Fig. 1: run 1, placement view
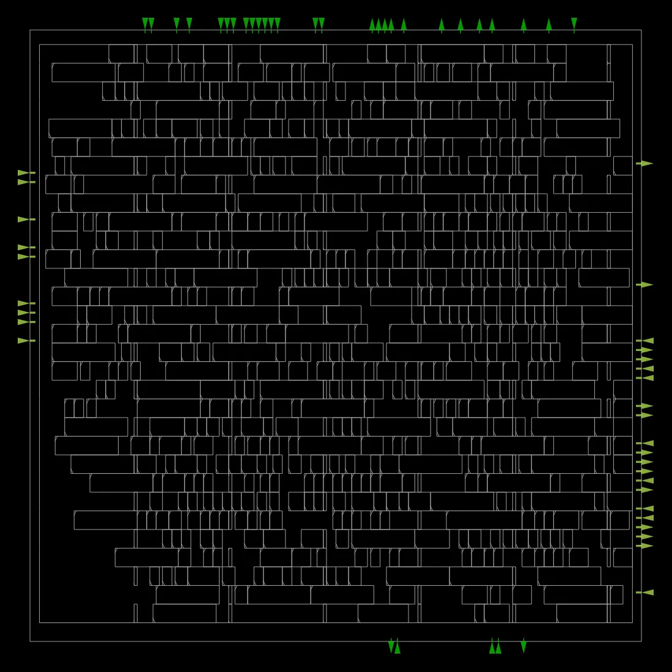
Fig. 2: run 1, signal wires by layer
Drawn at 4 px/um. Only two layers are drawn.
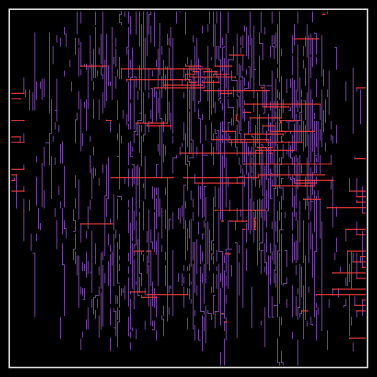
Fig. 3: run 1, layout detail
Region (30, 30) to (60, 60) um. Cells in gray, sequential cells in the stronger gray; small squares are vias.
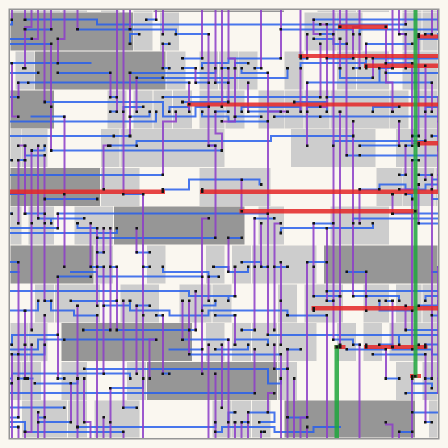
--- src/rtl/i2c_reg_seq_if.sv ---
// Request/response handshake and Wishbone master bus of the I2C register-access sequencer.
interface i2c_reg_seq_if;
   logic       req_valid;
   logic       req_ready;
   logic       req_rd;
   logic [6:0] req_dev;
   logic [7:0] req_reg;
   logic [7:0] req_wdata;
   logic       rsp_valid;
   logic [7:0] rsp_rdata;
   logic [1:0] rsp_err;
   logic [2:0] wbm_adr_o;
   logic [7:0] wbm_dat_o;
   logic [7:0] wbm_dat_i;
   logic       wbm_we_o;
   logic       wbm_stb_o;
   logic       wbm_cyc_o;
   logic       wbm_ack_i;

   modport master (
      input  req_valid, req_rd, req_dev, req_reg, req_wdata, wbm_dat_i, wbm_ack_i,
      output req_ready, rsp_valid, rsp_rdata, rsp_err,
             wbm_adr_o, wbm_dat_o, wbm_we_o, wbm_stb_o, wbm_cyc_o
   );

   modport slave (
      output req_valid, req_rd, req_dev, req_reg, req_wdata, wbm_dat_i, wbm_ack_i,
      input  req_ready, rsp_valid, rsp_rdata, rsp_err,
             wbm_adr_o, wbm_dat_o, wbm_we_o, wbm_stb_o, wbm_cyc_o
   );
endinterface

--- src/rtl/i2c_reg_seq.sv ---
// Register-access engine: expands one I2C register read/write request into the
// Wishbone access sequence of an 8-bit i2c_master_wbs_8 slave, with timeout.
module i2c_reg_seq #(
   parameter logic [15:0] PRESCALE = 16'd250,
   parameter logic [23:0] TIMEOUT  = 24'd500000
) (
   input  logic          clk,
   input  logic          rst,
   i2c_reg_seq_if.master bus
);
   typedef enum logic [3:0] {
      INIT_PL, INIT_PH, IDLE, PUSH_REG, PUSH_DAT, SET_ADR, CMD1, CMD2,
      POLL_ST, CLR_ACK, POLL_DV, RD_DAT, RESP
   } state_t;

   state_t      state_q, state_d;
   logic        cyc_q, cyc_d, we_q, we_d;
   logic [2:0]  adr_q, adr_d;
   logic [7:0]  dat_q, dat_d;
   logic        rd_q, rd_d, saw_busy_q, saw_busy_d;
   logic [6:0]  dev_q, dev_d;
   logic [7:0]  reg_q, reg_d, wdata_q, wdata_d;
   logic [23:0] timer_q, timer_d;
   logic [7:0]  rdata_q, rdata_d;
   logic [1:0]  err_q, err_d;

   logic        acc_we;
   logic [2:0]  acc_adr;
   logic [7:0]  acc_dat;
   logic        in_txn, tmo, ack;

   assign in_txn = !(state_q inside {INIT_PL, INIT_PH, IDLE, RESP});
   assign tmo    = in_txn && (timer_q >= TIMEOUT);
   assign ack    = cyc_q && bus.wbm_ack_i;

   // The single WB access each state performs.
   always_comb begin
      acc_we  = 1'b1;
      acc_adr = 3'd0;
      acc_dat = 8'h00;
      unique case (state_q)
         INIT_PL:  begin acc_adr = 3'd6; acc_dat = PRESCALE[7:0];  end
         INIT_PH:  begin acc_adr = 3'd7; acc_dat = PRESCALE[15:8]; end
         PUSH_REG: begin acc_adr = 3'd4; acc_dat = reg_q;          end
         PUSH_DAT: begin acc_adr = 3'd4; acc_dat = wdata_q;        end
         SET_ADR:  begin acc_adr = 3'd2; acc_dat = {1'b0, dev_q};  end
         CMD1:     begin acc_adr = 3'd3; acc_dat = 8'h05;          end
         CMD2:     begin acc_adr = 3'd3; acc_dat = rd_q ? 8'h13 : 8'h14; end
         POLL_ST:  acc_we = 1'b0;
         CLR_ACK:  acc_dat = 8'h08;
         POLL_DV:  begin acc_we = 1'b0; acc_adr = 3'd5; end
         RD_DAT:   begin acc_we = 1'b0; acc_adr = 3'd4; end
         default:  acc_we = 1'b0;
      endcase
   end

   always_comb begin
      state_d    = state_q;
      cyc_d      = cyc_q;
      we_d       = we_q;
      adr_d      = adr_q;
      dat_d      = dat_q;
      rd_d       = rd_q;
      dev_d      = dev_q;
      reg_d      = reg_q;
      wdata_d    = wdata_q;
      saw_busy_d = saw_busy_q;
      rdata_d    = rdata_q;
      err_d      = err_q;
      timer_d    = (in_txn && timer_q < TIMEOUT) ? timer_q + 24'd1 : timer_q;

      if (state_q == IDLE) begin
         if (bus.req_valid) begin
            rd_d       = bus.req_rd;
            dev_d      = bus.req_dev;
            reg_d      = bus.req_reg;
            wdata_d    = bus.req_wdata;
            timer_d    = 24'd0;
            saw_busy_d = 1'b0;
            state_d    = PUSH_REG;
         end
      end else if (state_q == RESP) begin
         state_d = IDLE;
      end else if (!cyc_q) begin
         // Timeout is only honoured between accesses, never mid-cycle.
         if (tmo) begin
            state_d = RESP; err_d = 2'd2; rdata_d = 8'h00;
         end else begin
            cyc_d = 1'b1;
            we_d  = acc_we;
            adr_d = acc_adr;
            dat_d = acc_dat;
         end
      end else if (ack) begin
         cyc_d = 1'b0;
         if (tmo) begin
            state_d = RESP; err_d = 2'd2; rdata_d = 8'h00;
         end else begin
            unique case (state_q)
               INIT_PL:  state_d = INIT_PH;
               INIT_PH:  state_d = IDLE;
               PUSH_REG: state_d = rd_q ? SET_ADR : PUSH_DAT;
               PUSH_DAT: state_d = SET_ADR;
               SET_ADR:  state_d = CMD1;
               CMD1:     state_d = CMD2;
               CMD2:     state_d = POLL_ST;
               POLL_ST: begin
                  // Idle before the first busy just means the command has not started yet.
                  if (bus.wbm_dat_i[0]) begin
                     saw_busy_d = 1'b1;
                  end else if (saw_busy_q) begin
                     if (bus.wbm_dat_i[3])  state_d = CLR_ACK;
                     else if (rd_q)         state_d = POLL_DV;
                     else begin
                        state_d = RESP; err_d = 2'd0; rdata_d = 8'h00;
                     end
                  end
               end
               CLR_ACK: begin
                  state_d = RESP; err_d = 2'd1; rdata_d = 8'h00;
               end
               POLL_DV: if (bus.wbm_dat_i[0]) state_d = RD_DAT;
               RD_DAT: begin
                  state_d = RESP; err_d = 2'd0; rdata_d = bus.wbm_dat_i;
               end
               default: state_d = state_q;
            endcase
         end
      end
   end

   always_ff @(posedge clk or negedge rst) begin
      if (!rst) begin
         state_q    <= INIT_PL;
         cyc_q      <= 1'b0;
         we_q       <= 1'b0;
         adr_q      <= 3'd0;
         dat_q      <= 8'h00;
         rd_q       <= 1'b0;
         dev_q      <= 7'd0;
         reg_q      <= 8'h00;
         wdata_q    <= 8'h00;
         saw_busy_q <= 1'b0;
         timer_q    <= 24'd0;
         rdata_q    <= 8'h00;
         err_q      <= 2'd0;
      end else begin
         state_q    <= state_d;
         cyc_q      <= cyc_d;
         we_q       <= we_d;
         adr_q      <= adr_d;
         dat_q      <= dat_d;
         rd_q       <= rd_d;
         dev_q      <= dev_d;
         reg_q      <= reg_d;
         wdata_q    <= wdata_d;
         saw_busy_q <= saw_busy_d;
         timer_q    <= timer_d;
         rdata_q    <= rdata_d;
         err_q      <= err_d;
      end
   end

   assign bus.req_ready = (state_q == IDLE);
   assign bus.rsp_valid = (state_q == RESP);
   assign bus.rsp_rdata = rdata_q;
   assign bus.rsp_err   = err_q;
   assign bus.wbm_adr_o = adr_q;
   assign bus.wbm_dat_o = dat_q;
   assign bus.wbm_we_o  = we_q;
   assign bus.wbm_stb_o = cyc_q;
   assign bus.wbm_cyc_o = cyc_q;
endmodule

--- src/flat_wrapper.sv ---
// flat-port wrapper written by rule: the top's interface ports become plain ports
module i2c_reg_seq_flat 
#(
   parameter logic [15:0] PRESCALE = 16'd250,
   parameter logic [23:0] TIMEOUT  = 24'd500000
)
  (clk, rst, bus_req_valid, bus_req_rd, bus_req_dev, bus_req_reg, bus_req_wdata, bus_wbm_dat_i, bus_wbm_ack_i, bus_req_ready, bus_rsp_valid, bus_rsp_rdata, bus_rsp_err, bus_wbm_adr_o, bus_wbm_dat_o, bus_wbm_we_o, bus_wbm_stb_o, bus_wbm_cyc_o);
  i2c_reg_seq_if bus_i ();
  input  logic clk;
  input  logic rst;
  input wire logic [$bits(bus_i.req_valid)-1:0] bus_req_valid;
  input wire logic [$bits(bus_i.req_rd)-1:0] bus_req_rd;
  input wire logic [$bits(bus_i.req_dev)-1:0] bus_req_dev;
  input wire logic [$bits(bus_i.req_reg)-1:0] bus_req_reg;
  input wire logic [$bits(bus_i.req_wdata)-1:0] bus_req_wdata;
  input wire logic [$bits(bus_i.wbm_dat_i)-1:0] bus_wbm_dat_i;
  input wire logic [$bits(bus_i.wbm_ack_i)-1:0] bus_wbm_ack_i;
  output wire logic [$bits(bus_i.req_ready)-1:0] bus_req_ready;
  output wire logic [$bits(bus_i.rsp_valid)-1:0] bus_rsp_valid;
  output wire logic [$bits(bus_i.rsp_rdata)-1:0] bus_rsp_rdata;
  output wire logic [$bits(bus_i.rsp_err)-1:0] bus_rsp_err;
  output wire logic [$bits(bus_i.wbm_adr_o)-1:0] bus_wbm_adr_o;
  output wire logic [$bits(bus_i.wbm_dat_o)-1:0] bus_wbm_dat_o;
  output wire logic [$bits(bus_i.wbm_we_o)-1:0] bus_wbm_we_o;
  output wire logic [$bits(bus_i.wbm_stb_o)-1:0] bus_wbm_stb_o;
  output wire logic [$bits(bus_i.wbm_cyc_o)-1:0] bus_wbm_cyc_o;
  assign bus_i.req_valid = bus_req_valid;
  assign bus_i.req_rd = bus_req_rd;
  assign bus_i.req_dev = bus_req_dev;
  assign bus_i.req_reg = bus_req_reg;
  assign bus_i.req_wdata = bus_req_wdata;
  assign bus_i.wbm_dat_i = bus_wbm_dat_i;
  assign bus_i.wbm_ack_i = bus_wbm_ack_i;
  assign bus_req_ready = bus_i.req_ready;
  assign bus_rsp_valid = bus_i.rsp_valid;
  assign bus_rsp_rdata = bus_i.rsp_rdata;
  assign bus_rsp_err = bus_i.rsp_err;
  assign bus_wbm_adr_o = bus_i.wbm_adr_o;
  assign bus_wbm_dat_o = bus_i.wbm_dat_o;
  assign bus_wbm_we_o = bus_i.wbm_we_o;
  assign bus_wbm_stb_o = bus_i.wbm_stb_o;
  assign bus_wbm_cyc_o = bus_i.wbm_cyc_o;
  i2c_reg_seq #(.PRESCALE(PRESCALE), .TIMEOUT(TIMEOUT)) u_core (.clk(clk), .rst(rst), .bus(bus_i));
endmodule
--- config.mk ---
export PLATFORM = sky130hd
export DESIGN_NAME = i2c_reg_seq_flat
export DESIGN_NICKNAME = d
export VERILOG_FILES = /design/src/rtl/i2c_reg_seq_if.sv /design/src/rtl/i2c_reg_seq.sv /design/src/flat_wrapper.sv
export SDC_FILE = /design/constraint.sdc
export NUM_CORES = 1
export LEC_CHECK = 0
export ABC_AREA = 1
export CAP_MARGIN = 20
export CORE_UTILIZATION = 54
export CTS_CLUSTER_DIAMETER = 100
export DETAILED_ROUTE_END_ITERATION = 10
export PLACE_DENSITY = 0.8
export SYNTH_ARGS = -nofsm -noshare
export SYNTH_HDL_FRONTEND = slang
export SYNTH_SLANG_ARGS = --single-unit
--- constraint.sdc ---
create_clock -name clk -period 2.3 [get_ports clk]
set_clock_uncertainty 0.05 [all_clocks]
set_input_delay 0.575 -clock clk [delete_from_list [all_inputs] [get_ports clk]]
set_output_delay 0.575 -clock clk [all_outputs]
set_load 0.1 [all_outputs]
==> datasheet_impl.txt, run 1 <==
Implementation parameters

Parameter                              Value

Status
  Outcome    finished, final reports clean

Detailed routing
  Met1 Wirelength    4410 um
  Detailed-routed wire length on met2    4550 um
  Avg Vias per Cell    5.36
  Violation count after the first detailed-route iteration    259
  Wirelength, routed    9710 um
  Number of iterations in the first detailed-routing pass    5
  Post-detailed-route DRC marker count    0
  Total via count after detailed routing    3824
  Antenna-violating nets left    0
  Routed len/inst    13.6 um
  Detailed-routed wire length on met3    547 um

Floorplan
  Placement Rows    31
  Die extent in y    89.2 um
  Area of the chip    0.00795 mm^2
  Ports placed on the boundary    62
  Die X    89.2 um

Placement
  DP Area    0.00484 mm^2
  Pre-CTS WS    0.158 ns
  Detail Placement HPWL    7180 um
  Routability cong.    1.00
  Count of port buffers added during placement    61
  Placed Cells incl. Taps    698

Worst setup path
  Crit path kind    flip-flop to output port
  Startpoint kind of the worst setup timing path    flip-flop
  Largest fanout of any net on the critical path    7
  Critical Path End Type    output port
  Required time reported for the critical path endpoint    1.67 ns
  Reg2Reg Setup Slack    0.15 ns

Synth
  Yosys cell count    545
  Post-synth seq share    0.464
  Synthesized instance count    545
  Net Count, Synth    583
  Synthesis Warnings    0
  Seq cells post-synth    76
  Post-synth cell types    37
  Total standard cell area after synthesis    0.00410 mm^2

STA
  Final hold viol count    0
  Final cycle utilization of the critical path    0.977
  Highest clock rate    0.445 GHz
  Final slew viol count    0
  Finish-stage setup viols    0
  Unrepaired setup endpoints after global routing    no
  Worst slew pin tran    0.465 ns
  TNS Setup    0 ns
  Fin crit period    2.25 ns

Global route
  Routing usage on met3    0.0425
  Maximum number of pins on one net before global-route repair    77
  Remaining global-route overflow    0
  Number of global-route vias before repair    3554
  Tot GR Track Use    0.266
  GR met2 Demand/Resource    0.419
  Number of antenna violations at the first check in global routing    0
  First-pass GRT wire length    16100 um
  Peak-usage layer in the global routing report    met2

Cells and area
  Layout-stage area growth over the synthesis result    22.9%
  Non-filler instance count after layout    714
  Top Layout Cells    nand2_1 (149), dfrtp_1 (76), nor2_1 (67)
  Area of all placed cells without fillers    0.00504 mm^2
  Area of all sequential standard cells    0.00190 mm^2
  Share of post-route cells with drive strength above 1    0.128
  Antenna Cells    0
  Net count of the finished layout    648

Power and ir drop
  Total chip power    7.78 mW
  Static leakage    2.51 nW
  Worst vdd rail ir drop    0.000575 V
  P per Cell Area    1540 mW/mm^2

CTS
  H-Tree Depth    3
  Cts repair resizes    0
  Num CTS Buffers    9
  Total number of clock tree sinks    76
  CTS tree    yes
  Setup repair bufs after CTS    0
  Latency at later pin    0.36 ns
  Hold-fix buffer count after cts    0
  CTS Root Buffer Type    clkbuf_8

Hold path
  Tightest Hold Check Type    input port to asynchronous set/reset pin

Flow run
  Max Cap Violations    0
## Picture notes: Fig. 1
# fillers: 614
fin util: 0.691
CORE AREA: 0.00729 mm^2

## Picture notes: Fig. 2
Key: met2 = purple [wire length 4550 um]; met3 = red [wire length 547 um]

## Picture notes: Fig. 3
Key: met3 = red; met1 = blue; met2 = purple; met4 = green
87 logic cells have their middle in the window. Netlist names of flops here include u_core.timer_q (6). Most frequent: nand2_1 (25), nor2_1 (12), dfrtp_1 (9). Sequential cells in the window: 9.

==> run 1: worst paths after layout <==
check                                         from  depth (start not counted)                 endpoint
setup / recovery                 u_core.state_q[0]                          5            bus_req_ready
hold reg to reg            u_core.bus.rsp_rdata[7]                          2  u_core.bus.rsp_rdata[7]
setup reg to reg                 u_core.state_q[2]                         10  u_core.bus.rsp_rdata[5]
hold / removal                                 rst                          2  u_core.bus.rsp_rdata[6]
max in group asynchronous                      rst                          2  u_core.bus.wbm_adr_o[2]
min in group clk           u_core.bus.rsp_rdata[7]                          2  u_core.bus.rsp_rdata[7]
==> run 1: flip-flops by register name (all words and copies together) (netlist names), 2 cells and up <==
register,count
u_core.timer_q,24
u_core.bus.wbm_dat_o,8
u_core.reg_q,8
u_core.bus.wbm_adr_o,3
u_core.wdata_q,8
u_core.state_q,4
u_core.bus.rsp_rdata,8
u_core.dev_q,7
u_core.bus.rsp_err,2
==> run 1: worst max-delay path: stages, from the launching register on <==
cell	delay, ns
dfrtp_1	0.48
nor2_2	0.24
inv_2	0.08
nor2_4	0.10
buf_4	0.18
buf_12	0.18
==> run 1: synthesized netlist by cell type <==
cell type | number | area, um^2
inv_2 | 5 | 18.8
nor2_1 | 69 | 259
nor2_4 | 2 | 22.5
clkbuf_1 | 6 | 22.5
nor2_2 | 6 | 37.5
o221ai_1 | 1 | 8.76
nand3_2 | 1 | 10.0
nand3b_1 | 1 | 7.51
dfrtp_1 | 76 | 1900
a31oi_1 | 1 | 6.26
buf_6 | 1 | 11.3
nor4_1 | 1 | 6.26
nand4_1 | 4 | 25.0
o22a_1 | 1 | 8.76
buf_2 | 8 | 40.0
nand2_2 | 4 | 25.0
nand2_1 | 149 | 559
inv_1 | 61 | 229
nor3_1 | 6 | 30.0
nor3b_1 | 1 | 7.51
xnor2_1 | 2 | 17.5
o41ai_1 | 1 | 8.76
o21ai_4 | 1 | 16.3
o21ai_0 | 45 | 225
a21boi_0 | 1 | 7.51
nand3_1 | 38 | 190
xor2_1 | 9 | 78.8
buf_4 | 4 | 30.0
nand4_2 | 1 | 12.5
o22ai_1 | 9 | 56.3
o311ai_4 | 1 | 26.3
a211oi_1 | 8 | 60.1
ha_1 | 2 | 25.0
o211ai_1 | 1 | 7.51
o31ai_1 | 3 | 22.5
nand2_4 | 1 | 11.3
a21oi_1 | 14 | 70.1
==> run 1: power breakdown <==
group          total (mW)  internal [mW]  switching, mW
combinational        4.39           1.33           3.05
clock                1.06          0.516          0.548
sequential           2.32           1.89          0.430
total                7.78           3.74           4.03
==> run 1: logic make-up (layout without fill, tap and decap cells) <==
| kind of cell | Yosys count | after routing | share of synthesized area |
|---|---|---|---|
| AND/OR/NAND/NOR | 284 | 284 | 0.293 |
| AND-OR/OR-AND | 87 | 87 | 0.128 |
| buffers and inverters | 85 | 155 | 0.0857 |
| flip-flops | 76 | 76 | 0.464 |
| XOR/XNOR | 11 | 11 | 0.0235 |
| adder cells (fa/ha/maj) | 2 | 2 | 0.00610 |
==> run 1: cell type report <==
type	count	area share
Sequential cell	76	0.377
Clock inverter	7	0.0159
Inverter	66	0.0491
Multi-Input combinational cell	384	0.369
Clock buffer	9	0.0246
Tap cell	99	0.0246
Timing Repair Buffer	73	0.140
==> run 2, diff against run 1 <==
--- a/config.mk
+++ b/config.mk
@@ -6,6 +6,7 @@
 export NUM_CORES = 1
 export LEC_CHECK = 0
 export ABC_AREA = 1
+export ABC_CLOCK_PERIOD_IN_PS = 2300
 export CAP_MARGIN = 20
 export CORE_UTILIZATION = 54
 export CTS_CLUSTER_DIAMETER = 100
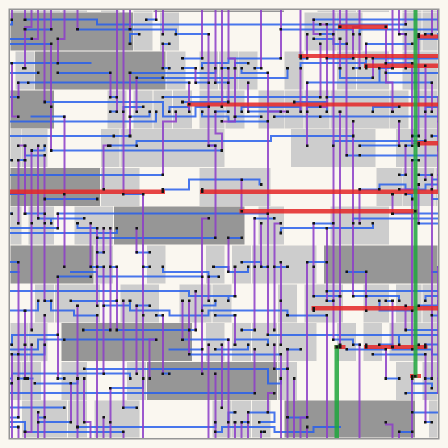
Fig. 4. Layout detail (run 2).
Region (30, 30) to (60, 60) um. Cells in gray, sequential cells in the stronger gray; small squares are vias.
Key: met3 = red; met2 = purple; met4 = green; met1 = blue
Sequential cells in the window: 9. Most frequent: nand2_1 (25), nor2_1 (12), dfrtp_1 (9). 87 logic cells have their middle in the window. Netlist names of flops here include u_core.timer_q (6).

==> datasheet_impl.txt, run 2 <==
Implementation parameters

Parameter                              Value

Synth
  Yosys cell count    545 (unchanged)
  Net Count, Synth    583 (unchanged)
  Total standard cell area after synthesis    0.00410 mm^2 (unchanged)
  Top cells by count, synth    nand2_1 (149), dfrtp_1 (76), nor2_1 (69) (unchanged)
  Synthesis Warnings    0 (unchanged)
  Area share, top type    0.464 (unchanged)
  Synth Flop Type    dfrtp_1 (unchanged)
  Count of library flops with an enable pin    0 (unchanged)
  Cell type with the largest total area after synthesis    dfrtp_1 (unchanged)
  Largest cells by area after synthesis    dfrtp_1 (46%), nand2_1 (14%), nor2_1 (6.3%) (unchanged)
  Seq cells post-synth    76 (unchanged)

Worst setup path
  Worst flop-to-flop path startpoint    u_core.state_q[2] (unchanged)
  Largest fanout of any net on the critical path    7 (unchanged)
  End of the worst register-to-register path    u_core.bus.rsp_rdata[5] (unchanged)
  Critical Path End Type    output port (unchanged)
  Required time reported for the critical path endpoint    1.67 ns (about the same)
  Reg2Reg Setup Slack    0.15 ns (about the same)
  Delay of the slowest cell on the worst path    0.48 ns (about the same)

Power and ir drop
  Static leakage    2.51 nW (unchanged)
  Worst vdd rail ir drop    0.000575 V (unchanged)

STA
  Final hold viol count    0 (unchanged)
  Finish-stage setup viols    0 (unchanged)
  Fin crit period    2.25 ns (unchanged)
  Highest clock rate    0.445 GHz (unchanged)
  TNS Setup    0 ns (unchanged)
  Worst slew pin tran    0.465 ns (unchanged)
  Final cycle utilization of the critical path    0.977 (unchanged)

CTS
  CTS Root Buffer Type    clkbuf_8 (unchanged)
  Latency at later pin    0.36 ns (about the same)
  CTS tree    yes (unchanged)
  Setup repair bufs after CTS    0 (unchanged)

Floorplan
  Area of the chip    0.00795 mm^2 (unchanged)
  Ports placed on the boundary    62 (unchanged)
  Die extent in y    89.2 um (unchanged)
  Die X    89.2 um (unchanged)

Detailed routing
  Antenna-violating nets left    0 (unchanged)
  Wirelength, routed    9710 um (unchanged)
  Avg Vias per Cell    5.36 (unchanged)
  Routed len/inst    13.6 um (unchanged)
  Total via count after detailed routing    3824 (unchanged)
  Number of iterations in the first detailed-routing pass    5 (unchanged)

Cells and area
  # fillers    614 (unchanged)
  Layout-stage area growth over the synthesis result    22.9% (unchanged)
  Number of flip-flops under the largest register name    24 (unchanged)
  Share of post-route cells with drive strength above 1    0.128 (unchanged)
  Antenna Cells    0 (unchanged)

Global route
  Maximum number of pins on one net before global-route repair    77 (unchanged)
  Number of global-route vias before repair    3554 (unchanged)
  Tot GR Track Use    0.266 (unchanged)
  Remaining global-route overflow    0 (unchanged)
  First-pass GRT wire length    16100 um (unchanged)

Placement
  Count of port buffers added during placement    61 (unchanged)

Status
  Outcome    finished, final reports clean (unchanged)

Hold path
  Tightest Hold Check Type    input port to asynchronous set/reset pin (unchanged)
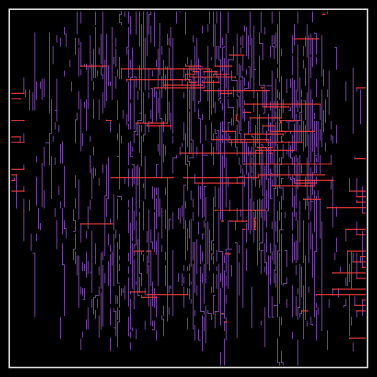
Fig. 5. Signal wires by layer (run 2).
Drawn at 4 px/um. Only two layers are drawn.
Key: met3 = red [wire length 547 um]; met2 = purple [wire length 4550 um]

## run 2: cell counts after synthesis
Identical to the previous run, type by type.
## run 2: worst max path at each step
stage / startpoint / end / cells past startpoint
final: u_core.state_q[0] / bus_req_ready / 5
after global routing: u_core.timer_q[11] / u_core.state_q[1] / 12
after CTS: u_core.state_q[0] / bus_req_ready / 5
after detailed placement: bus_wbm_dat_i[3] / u_core.bus.rsp_rdata[5] / 8
after global placement: bus_wbm_dat_i[3] / u_core.bus.rsp_err[1] / 8
after floorplan: u_core.state_q[1] / u_core.bus.rsp_err[0] / 14
## run 2: layout make-up
type,instances,area [um^2],area share
multi-input combinational,384,1860,0.369
clock inverter,7,80.1,0.0159
inverter,66,248,0.0491
timing repair buffer,73,706,0.140
tap,99,124,0.0246
sequential,76,1900,0.377
clock buffer,9,124,0.0246
## run 2: logic make-up (layout without fill, tap and decap cells)
group / after synthesis / count (layout) / synth area share
xor+xnor: 11 / 11 / 0.0235
simple gates: 284 / 284 / 0.293
compound gates: 87 / 87 / 0.128
fa+ha+maj: 2 / 2 / 0.00610
buf+inv: 85 / 155 / 0.0857
flops: 76 / 76 / 0.464
## run 2: report_power, final
part	total, mW	leakage (nW)	switching [mW]	internal [mW]
registers	2.32	0.941	0.430	1.89
clock network	1.06	0.0973	0.548	0.516
logic	4.39	1.47	3.05	1.33
total	7.78	2.51	4.03	3.74
## run 2: worst max-delay path: cells and delay by family (launching register included)
family	cells	cell delay (ns)
buffers and inverters	3	0.44
DFF	1	0.48
and+or+nand+nor	2	0.34
## run 2: per-layer routing
metal / track usage / vias up / share of wire
met2: 0.419 / 144 / 0.47
met4: 0.120 / 0 / 0.020
li1: - / 1881 / -
met1: 0.363 / 1780 / 0.45
met5: 0 / - / 0
met3: 0.0425 / 19 / 0.056
## run 2: per-stage QoR
stage                      util  cell area (um^2)  setup slack [ns]  cells
after floorplan               -              4110           0.00380    545
after global placement    0.664              4840             0.128    698
after detailed placement  0.664              4840             0.158    698
after CTS                 0.691              5040            0.0801    714
after global routing      0.691              5040           0.00468    714
final                     0.691              5040            0.0540    714
Fig. 6: run 2, placement view
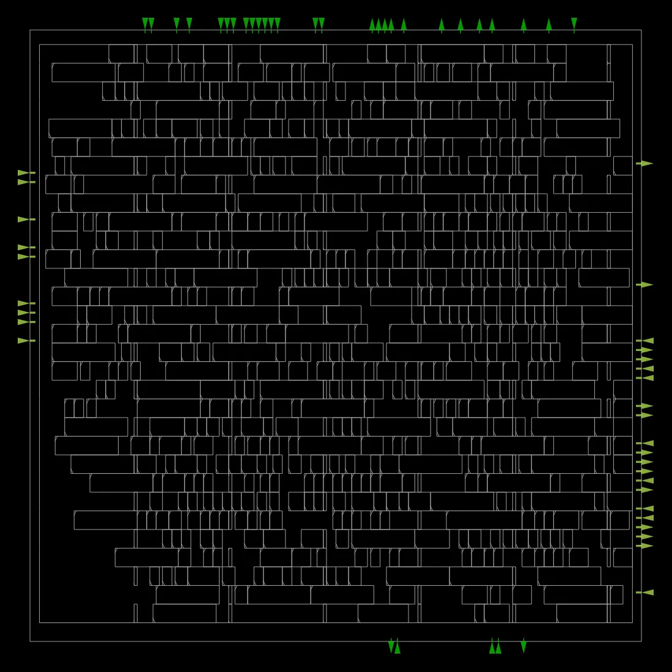

==> run 3, diff against run 2 <==
--- a/config.mk
+++ b/config.mk
@@ -11,6 +11,7 @@
 export CORE_UTILIZATION = 54
 export CTS_CLUSTER_DIAMETER = 100
 export DETAILED_ROUTE_END_ITERATION = 10
+export MAX_ROUTING_LAYER = met4
 export PLACE_DENSITY = 0.8
 export SYNTH_ARGS = -nofsm -noshare
 export SYNTH_HDL_FRONTEND = slang
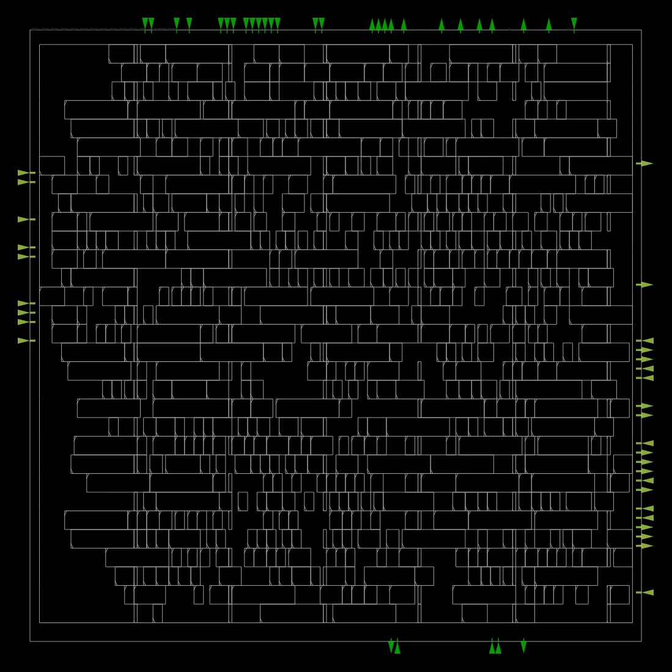
Fig. 7. Placement view (run 3).
well tap count: 99
Placement Rows: 31
non-filler instance count after layout: 715

==> datasheet_impl.txt, run 3 <==
Implementation parameters

Parameter                              Value

Status
  Outcome    finished, final reports clean (unchanged)

Synth
  Largest cells by area after synthesis    dfrtp_1 (46%), nand2_1 (14%), nor2_1 (6.3%) (unchanged)
  Yosys cell count    545 (unchanged)
  Cell type with the largest total area after synthesis    dfrtp_1 (unchanged)
  Post-synthesis async set-or-reset flop share    1.00 (unchanged)
  Seq cells post-synth    76 (unchanged)
  Area share, top type    0.464 (unchanged)
  Total standard cell area after synthesis    0.00410 mm^2 (unchanged)
  Average cell area after synthesis    7.53 um^2 (unchanged)
  Synth Flop Type    dfrtp_1 (unchanged)
  Net Count, Synth    583 (unchanged)
  Synthesized instance count    545 (unchanged)
  Top cells by count, synth    nand2_1 (149), dfrtp_1 (76), nor2_1 (69) (unchanged)
  Dominant cell by count in the synthesized netlist    nand2_1 (unchanged)
  Synthesis Warnings    0 (unchanged)
  Post-synth cell types    37 (unchanged)
  Post-synth seq share    0.464 (unchanged)
  Count of library flops with an enable pin    0 (unchanged)
  Chip area in the Yosys report    0.00410 mm^2 (unchanged)

Power and ir drop
  P per Cell Area    1540 mW/mm^2 (about the same)
  Total chip power    7.80 mW (was 7.78 mW)
  Worst vdd rail ir drop    0.000585 V (was 0.000575 V)
  Static leakage    2.52 nW (was 2.51 nW)

Hold path
  Tightest Hold Check Type    input port to asynchronous set/reset pin (unchanged)

Cells and area
  Net count of the finished layout    649 (was 648)
  Antenna Cells    0 (unchanged)
  Layout-stage area growth over the synthesis result    23.4% (was 22.9%)
  Area of all sequential standard cells    0.00190 mm^2 (about the same)
  Number of flip-flops under the largest register name    24 (unchanged)
  Share of post-route cells with drive strength above 1    0.133 (was 0.128)
  Top Layout Cells    nand2_1 (149), dfrtp_1 (74), nor2_1 (67) (was nand2_1 (149), dfrtp_1 (76), nor2_1 (67))
  # fillers    632 (was 614)
  Most flops, register    u_core.timer_q (unchanged)
  Most numerous logic cell after layout    nand2_1 (unchanged)
  Total area of multi-input combinational cells    0.00186 mm^2 (unchanged)

Floorplan
  CORE AREA    0.00729 mm^2 (unchanged)
  Die extent in y    89.2 um (unchanged)
  Ports placed on the boundary    62 (unchanged)
  Area of the chip    0.00795 mm^2 (unchanged)
  Die X    89.2 um (unchanged)
  Floorplan utilization    0.563 (unchanged)

Global route
  Number of global-route vias before repair    3498 (was 3554)
  Remaining global-route overflow    0 (unchanged)
  First-pass GRT wire length    16300 um (was 16100 um)
  Number of antenna violations at the first check in global routing    0 (unchanged)
  Maximum number of pins on one net before global-route repair    45 (was 77)
  Tot GR Track Use    0.279 (was 0.266)

STA
  TNS Setup    0 ns (unchanged)
  Final hold viol count    0 (unchanged)
  Final cycle utilization of the critical path    0.962 (was 0.977)
  Fin crit period    2.21 ns (was 2.25 ns)
  Unrepaired setup endpoints after global routing    no (unchanged)
  Remaining max-slew budget at the tightest pin    0.638 (was 0.690)
  Final slew viol count    0 (unchanged)
  Finish-stage setup viols    0 (unchanged)
  Worst slew pin tran    0.543 ns (was 0.465 ns)
  Highest clock rate    0.452 GHz (was 0.445 GHz)

CTS
  Total number of clock tree sinks    76 (unchanged)
  CTS tree    yes (unchanged)
  CTS Root Buffer Type    clkbuf_8 (unchanged)
  Clock slew seen by the registers of the worst setup and hold paths    0.08 ns (about the same)
  Longest Clk Path Bufs    2 (unchanged)
  Latency at later pin    0.35 ns (was 0.36 ns)
  Num CTS Buffers    9 (unchanged)
  Setup repair bufs after CTS    0 (unchanged)
  H-Tree Depth    3 (unchanged)

Detailed routing
  Post-detailed-route DRC marker count    0 (unchanged)
  Violation count after the first detailed-route iteration    231 (was 259)
  Avg Vias per Cell    5.32 (was 5.36)
  Routed len/inst    13.9 um (was 13.6 um)
  Wirelength, routed    9960 um (was 9710 um)
  Number of iterations in the first detailed-routing pass    5 (unchanged)
  Total via count after detailed routing    3807 (was 3824)
  Antenna-violating nets left    0 (unchanged)

Flow run
  Total tool warning count    28 (unchanged)
  Max Cap Violations    0 (unchanged)

Placement
  Detail Placement HPWL    7370 um (was 7180 um)
  Routability cong.    1.03 (was 1.00)
  Count of port buffers added during placement    61 (unchanged)

Worst setup path
  Required time reported for the critical path endpoint    1.67 ns (about the same)
  Critical Path End Type    output port (unchanged)
  Startpoint kind of the worst setup timing path    flip-flop (unchanged)
  Largest fanout of any net on the critical path    8 (was 7)
  Crit path kind    flip-flop to output port (unchanged)
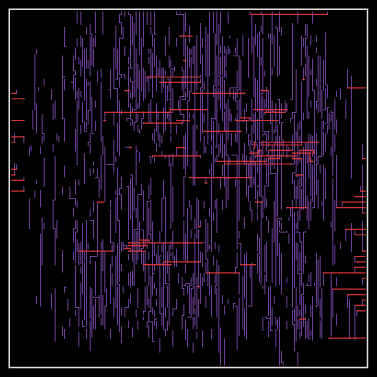
Fig. 8. Signal wires by layer (run 3).
Drawn at 4 px/um. Only two layers are drawn.
Key: met2 = purple [wire length 4760 um]; met3 = red [wire length 429 um]

[run 3: cell count changes in the layout (fill, tap and decap cells not counted)]
cell      before  now
buf_12         6    7
dfrtp_2        0    2
clkinv_2       0    2
clkinv_4       0    1
inv_6          4    0
dfrtp_1       76   74
clkbuf_8       9   10
[run 3: power breakdown]
group          internal [mW]  total [mW]  leakage [nW]  switching [mW]
sequential              1.90        2.34         0.938           0.443
combinational           1.34        4.43          1.48            3.08
clock                  0.528        1.03        0.0983           0.499
[run 3: kinds of logic (layout without fill, tap and decap cells)]
| logic type | after synthesis | after routing | share of synthesized area |
|---|---|---|---|
| fa+ha+maj | 2 | 2 | 0.00610 |
| buf+inv | 85 | 156 | 0.0857 |
| xor+xnor | 11 | 11 | 0.0235 |
| compound gates | 87 | 87 | 0.128 |
| flops | 76 | 76 | 0.464 |
| simple gates | 284 | 284 | 0.293 |
[run 3: what timing repair did]
item | in CTS | in global routing
gates resized | 0 | 2
setup endpoints to repair | 0 | 2
hold buffers | 0 | 0
[run 3: path summary, 6_finish.rpt]
path	start	endpoint	slack (ns)	cells past startpoint
max	u_core.state_q[1]	bus_rsp_valid	0.09	4
min	rst	u_core.bus.rsp_rdata[2]	0.15	1
max reg2reg	u_core.timer_q[14]	u_core.bus.rsp_err[1]	0.20	14
min reg2reg	u_core.reg_q[0]	u_core.reg_q[0]	0.43	2
max in group asynchronous	rst	u_core.wdata_q[5]	1.47	2
min in group clk	u_core.reg_q[0]	u_core.reg_q[0]	0.43	2
[run 3: worst max-delay path, cell delays in order (launching register included)]
cell     delay (ns)
dfrtp_2        0.47
nor2_2         0.24
inv_2          0.13
nor2_2         0.19
buf_12         0.20
[run 3: cell type report]
cell class | count | area share
inverters | 66 | 0.0489
repair buffers | 74 | 0.143
multi-input cells | 384 | 0.367
flip-flops and latches | 76 | 0.376
clock buffers | 10 | 0.0272
clock inverters | 6 | 0.0126
well taps | 99 | 0.0245
[run 3: through the flow]
stage	hold WS (ns)	cells	worst slack, ns	util	area, um^2
after floorplan	0.229	545	0.00380	-	4110
after global placement	0.409	699	0.294	0.666	4860
after detailed placement	0.412	699	0.209	0.666	4860
after CTS	0.153	715	0.0279	0.694	5060
after global routing	0.174	715	0.00104	0.694	5060
final	0.152	715	0.0865	0.694	5060
[run 3: metal layers]
metal  share of wire  up-vias  global-route usage
met3           0.043       20              0.0351
met5               0        -                   -
met4           0.021        0               0.113
met1            0.46     1783               0.371
li1                -     1883                   -
met2            0.48      121               0.435
No activity file was given, so power comes from the tool's default toggle rates.
